[src/rtl/any1_tlb_walker_pkg.sv]
// Shared types for the ANY-1 TLB-miss walker: PTE and TLB entry layouts,
// walker states and fault-cause codes.
package any1_tlb_walker_pkg;

  // Page-table entry as fetched from memory (64-bit bus word).
  typedef struct packed {
    logic [31:0] hi;    // [63:32] not interpreted by the walker
    logic [17:0] ppn;   // [31:14]
    logic [7:0]  rsvd;  // [13:6]
    logic        g;     // [5]
    logic        c;     // [4]
    logic        r;     // [3]
    logic        w;     // [2]
    logic        x;     // [1]
    logic        v;     // [0]
  } pte_t;

  // Entry format written into the TLB.
  typedef struct packed {
    logic [7:0]  vpn;   // [63:56]
    logic [7:0]  asid;  // [55:48]
    logic [15:0] rsvd0; // [47:32]
    logic [17:0] ppn;   // [31:14]
    logic [5:0]  rsvd1; // [13:8]
    logic        d;     // [7]
    logic        a;     // [6]
    logic        g;     // [5]
    logic        c;     // [4]
    logic        r;     // [3]
    logic        w;     // [2]
    logic        x;     // [1]
    logic        v;     // [0]
  } tlb_entry_t;

  typedef enum logic [2:0] {
    ST_IDLE,
    ST_WAIT_RDY,
    ST_RD_PTE,
    ST_CHK,
    ST_WR_TLB,
    ST_DONE,
    ST_FAULT
  } walk_state_e;

  localparam logic [1:0] FLT_NONE   = 2'd0;
  localparam logic [1:0] FLT_INVPTE = 2'd1;
  localparam logic [1:0] FLT_BUSTO  = 2'd2;

  // Fresh entries are marked accessed and clean.
  function automatic tlb_entry_t make_entry(input logic [7:0] vpn,
                                            input logic [7:0] asid,
                                            input pte_t       pte);
    tlb_entry_t e;
    e      = '0;
    e.vpn  = vpn;
    e.asid = asid;
    e.ppn  = pte.ppn;
    e.a    = 1'b1;
    e.d    = 1'b0;
    e.g    = pte.g;
    e.c    = pte.c;
    e.r    = pte.r;
    e.w    = pte.w;
    e.x    = pte.x;
    e.v    = 1'b1;
    return e;
  endfunction

endpackage

[src/rtl/any1_tlb_walker.sv]
// ANY-1 hardware TLB-miss handler: fetches a single-level PTE, validates it
// and writes the formatted entry into the TLB, or reports a page fault.
module any1_tlb_walker
  import any1_tlb_walker_pkg::*;
#(
  parameter int AWID    = 32,
  parameter int TIMEOUT = 255,
  parameter bit RANDWAY = 1'b1
) (
  input  logic            clk_i,
  input  logic            rst_i,
  input  logic            miss_i,
  input  logic [AWID-1:0] miss_adr_i,
  input  logic [7:0]      asid_i,
  input  logic [AWID-1:0] ptbr_i,
  input  logic            flush_i,
  input  logic            tlb_rdy_i,
  output logic            req_o,
  output logic [AWID-1:0] adr_o,
  input  logic            ack_i,
  input  logic [63:0]     dat_i,
  output logic            wrtlb_o,
  output logic [15:0]     tlbadr_o,
  output logic [63:0]     tlbdat_o,
  output logic            busy_o,
  output logic            done_o,
  output logic            fault_o,
  output logic [1:0]      cause_o
);

  localparam logic [7:0] TMO_LIMIT = 8'(TIMEOUT);

  walk_state_e     state, state_nxt;
  logic [AWID-1:14] vpage;
  logic [7:0]      asid_q;
  logic [AWID-1:0] ptbr_q;
  pte_t            pte_q;
  tlb_entry_t      entry_q;
  logic            flush_pend;
  logic [7:0]      tmo_cnt;
  logic [7:0]      tmo_nxt;
  logic [1:0]      way_cnt;
  logic [1:0]      cause_q;
  logic            accept;
  logic            flush_seen;
  logic            tmo_hit;
  logic            unused_bits;

  assign unused_bits = ^{miss_adr_i[13:0], pte_q.hi, pte_q.rsvd};

  // Shared decode of the walk-start, flush and timeout conditions.
  always_comb begin
    accept     = (state == ST_IDLE) && miss_i && !flush_i;
    flush_seen = flush_pend || flush_i;
    tmo_nxt    = tmo_cnt + 8'd1;
    tmo_hit    = (state == ST_RD_PTE) && !ack_i && (tmo_nxt == TMO_LIMIT);
  end

  // State register.
  always_ff @(posedge clk_i or posedge rst_i) begin
    if (rst_i) state <= ST_IDLE;
    else       state <= state_nxt;
  end

  // Next-state logic; a flush during the bus read is honoured only once the
  // read has finished (ack or timeout), so the bus cycle is never abandoned.
  always_comb begin
    state_nxt = state;
    unique case (state)
      ST_IDLE:     if (accept) state_nxt = tlb_rdy_i ? ST_RD_PTE : ST_WAIT_RDY;
      ST_WAIT_RDY: begin
        if (flush_i)        state_nxt = ST_IDLE;
        else if (tlb_rdy_i) state_nxt = ST_RD_PTE;
      end
      ST_RD_PTE: begin
        if (ack_i)        state_nxt = ST_CHK;
        else if (tmo_hit) state_nxt = flush_seen ? ST_IDLE : ST_FAULT;
      end
      ST_CHK: begin
        if (flush_seen)    state_nxt = ST_IDLE;
        else if (!pte_q.v) state_nxt = ST_FAULT;
        else               state_nxt = ST_WR_TLB;
      end
      ST_WR_TLB: state_nxt = ST_DONE;
      ST_DONE:   state_nxt = ST_IDLE;
      ST_FAULT:  state_nxt = ST_IDLE;
      default:   state_nxt = ST_IDLE;
    endcase
  end

  // Walk context, PTE capture, counters and fault cause.
  always_ff @(posedge clk_i or posedge rst_i) begin
    if (rst_i) begin
      vpage      <= '0;
      asid_q     <= '0;
      ptbr_q     <= '0;
      pte_q      <= '0;
      entry_q    <= '0;
      flush_pend <= 1'b0;
      tmo_cnt    <= '0;
      way_cnt    <= '0;
      cause_q    <= FLT_NONE;
    end else begin
      if (accept) begin
        vpage      <= miss_adr_i[AWID-1:14];
        asid_q     <= asid_i;
        ptbr_q     <= ptbr_i;
        flush_pend <= 1'b0;
        tmo_cnt    <= '0;
        cause_q    <= FLT_NONE;
      end
      if (state == ST_RD_PTE) begin
        flush_pend <= flush_seen;
        if (ack_i) pte_q <= dat_i;
        else       tmo_cnt <= tmo_nxt;
        if (tmo_hit && !flush_seen) cause_q <= FLT_BUSTO;
      end
      if (state == ST_CHK && !flush_seen) begin
        if (!pte_q.v) cause_q <= FLT_INVPTE;
        else          entry_q <= make_entry(vpage[31:24], asid_q, pte_q);
      end
      if (state == ST_WR_TLB && !RANDWAY) way_cnt <= way_cnt + 2'd1;
    end
  end

  // Moore outputs decoded from the current state.
  always_comb begin
    req_o    = 1'b0;
    adr_o    = '0;
    wrtlb_o  = 1'b0;
    tlbadr_o = '0;
    tlbdat_o = '0;
    busy_o   = (state != ST_IDLE);
    done_o   = (state == ST_DONE);
    fault_o  = (state == ST_FAULT);
    cause_o  = cause_q;
    if (state == ST_RD_PTE) begin
      req_o = 1'b1;
      adr_o = ptbr_q + AWID'({vpage, 3'b000});
    end
    if (state == ST_WR_TLB) begin
      wrtlb_o        = 1'b1;
      tlbdat_o       = entry_q;
      tlbadr_o[9:0]  = vpage[23:14];
      tlbadr_o[15]   = RANDWAY;
      tlbadr_o[11:10] = RANDWAY ? 2'd0 : way_cnt;
    end
  end

endmodule

[config.mk]
export PLATFORM = sky130hd
export DESIGN_NAME = any1_tlb_walker
export DESIGN_NICKNAME = d
export VERILOG_FILES = /design/src/rtl/any1_tlb_walker_pkg.sv /design/src/rtl/any1_tlb_walker.sv
export SDC_FILE = /design/constraint.sdc
export NUM_CORES = 1
export LEC_CHECK = 0
export CORE_MARGIN = 1.5
export CORE_UTILIZATION = 46
export DETAILED_ROUTE_END_ITERATION = 12
export PLACE_DENSITY = 0.87
export SKIP_LAST_GASP = 1
export SLEW_MARGIN = 40
export SYNTH_ARGS = -nofsm -noshare
export SYNTH_HDL_FRONTEND = slang
export SYNTH_SLANG_ARGS = --single-unit
export TNS_END_PERCENT = 5
[constraint.sdc]
create_clock -name clk_i -period 6.5 [get_ports clk_i]
set_input_delay 1.95 -clock clk_i [delete_from_list [all_inputs] [get_ports clk_i]]
set_output_delay 1.95 -clock clk_i [all_outputs]
set_load 0.05 [all_outputs]
Fig. 1: where the registers sit
(3 px per um) Other sequential cells in the stronger gray, the rest of the logic in the fainter gray.
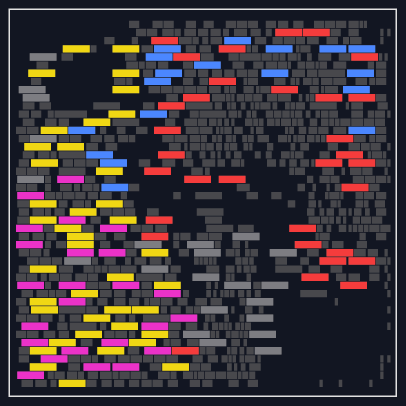
- ptbr_q: red (flops 32)
- entry_q: yellow (flops 40)
- vpage: blue (flops 18)
- pte_q: magenta (flops 24)

Fig. 2: signal wires on met3
(4 px per um)
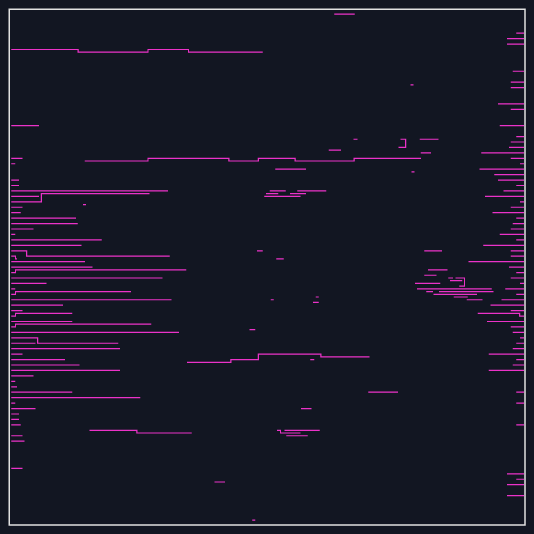
- longest straight run: 42.6 um
- nets with wire on the layer: 143
via count: 5477
GR met3 Demand/Resource: 7.82%

==> flow_summary.json <==
{
  "wl_met2_um": 8180,
  "cts_setup_buffers": 0,
  "m1WireLength_um": 6950,
  "ff_type": "dfrtp_1",
  "area_growth_pct": 33.6,
  "buf_share_pct": 18.8,
  "yosys-top-cells-count": "dfrtp_1 (136), mux2_2 (121), and2_1 (58)",
  "rrSetupSlack_ns": 3.82,
  "grt_pass1_vias": 5427,
  "n_all_inverters": 11,
  "htree_levels": 4,
  "cap_violations": 0,
  "start_kind": "flip-flop",
  "grt_setup_unrepaired": "no",
  "total_power_uw": 5090,
  "vias_per_cell": 5.25,
  "clk_latency_ns": 0.42,
  "r2r_end": "pte_q[1]",
  "cts_tree": "done",
  "yosys.area.top_type": "dfrtp_1",
  "syn_area_per_cell_um2": 11.1,
  "nWellTaps": 211,
  "wire_per_inst_um": 16.1,
  "ys_top_cells_by_area": "dfrtp_1 (47%), mux2_2 (19%), and2_1 (5.0%), ha_1 (3.5%), buf_4 (3.3%)",
  "yosysUniqueCellTypes": 51,
  "skew_ns": 0.00844,
  "fp_util_pct": 47.3,
  "cts_root_buffer": "clkbuf_16",
  "synth_area_um2": 7250,
  "place_ws_ns": 1.11,
  "tightestPinTransition_ns": 0.718,
  "reg2reg_depth": 6,
  "clk_pin_slew_ns": 0.06,
  "dpl.hpwl_um": 11500,
  "final_nets": 982,
  "setup_ws_ns": 0.585,
  "chip_area_um2": 16500,
  "layout.cells.non_filler": 1043,
  "endpoint_kind": "output pin",
  "cp_data_required_time_ns": 4.55,
  "setup_violations": 0,
  "port_buffers": 178,
  "path_max_fanout": 11,
  "placed_area_um2": 9090,
  "die_w_um": 129,
  "hold_viol": 0,
  "crit_type": "reg -> out",
  "comb.multi_input.count": 471,
  "grt_pass1_wl_um": 27300,
  "antenna_found_initial": 0,
  "powerDensity_nw_per_um2": 526,
  "antenna_left": 0,
  "status": "finished clean"
}
## kinds of logic after synthesis
logic type	count (synthesis)	share of synthesized area (%)
buf+inv	74	5.71
fa+ha+maj	21	3.73
flops	136	46.9
simple gates	183	13.5
other cells	1	0.0517
xor+xnor	13	1.57
compound gates	103	9.37
mux	123	19.1
## power by group
group / switching (uW) / total [uW] / internal [uW]
sequential: 260 / 1480 / 1220
clock: 404 / 959 / 555
combinational: 1550 / 2650 / 1100
## per-layer routing
layer	GRT usage [%]	up-vias
li1	-	2601
met4	6.87	0
met3	7.82	22
met2	35.1	190
met1	25.6	2664
met5	0	-
## layout by cell type, fill, tap and decap left out, types with 7 or more instances in the layout
cell type and n:
a21oi_1 28, and2_1 57, clkbuf_16 17, clkdlybuf4s50_1 178, conb_1 28, dfrtp_1 136, ha_1 20, inv_1 10
mux2_2 121, nand2_1 25, nand2b_1 7, nand3_1 13, nand4_1 9, nor2_1 30, nor3_1 14, o211ai_1 7
o21a_1 10, o21ai_0 20, o31ai_1 8, xnor2_1 8
## worst max path at each step
stage	depth (start not counted)	end	start
floorplan	1	asid_q[0]	rst_i
detailed placement	9	adr_o[25]	vpage[14]
global route	9	adr_o[23]	vpage[14]
CTS	9	adr_o[25]	vpage[14]
finish	9	adr_o[25]	vpage[14]
global placement	9	adr_o[23]	vpage[14]
## registers in the layout, indices dropped and copies added (netlist names)
signal      flops
pte_q          24
flush_pend      1
tmo_cnt         8
asid_q          8
vpage          18
state           3
entry_q        40
cause_o         2
ptbr_q         32
## worst max-delay path: stages (launching register included)
cell             delay [ns]
dfrtp_1                0.39
ha_1                   0.24
fa_1                   0.43
a21o_1                 0.21
a221oi_1               0.50
a31o_2                 0.31
o21a_1                 0.39
o211ai_1               0.15
nand2_1                0.12
clkdlybuf4s50_1        0.81
Power figures rest on the tool's default switching activity, not on a simulated workload.
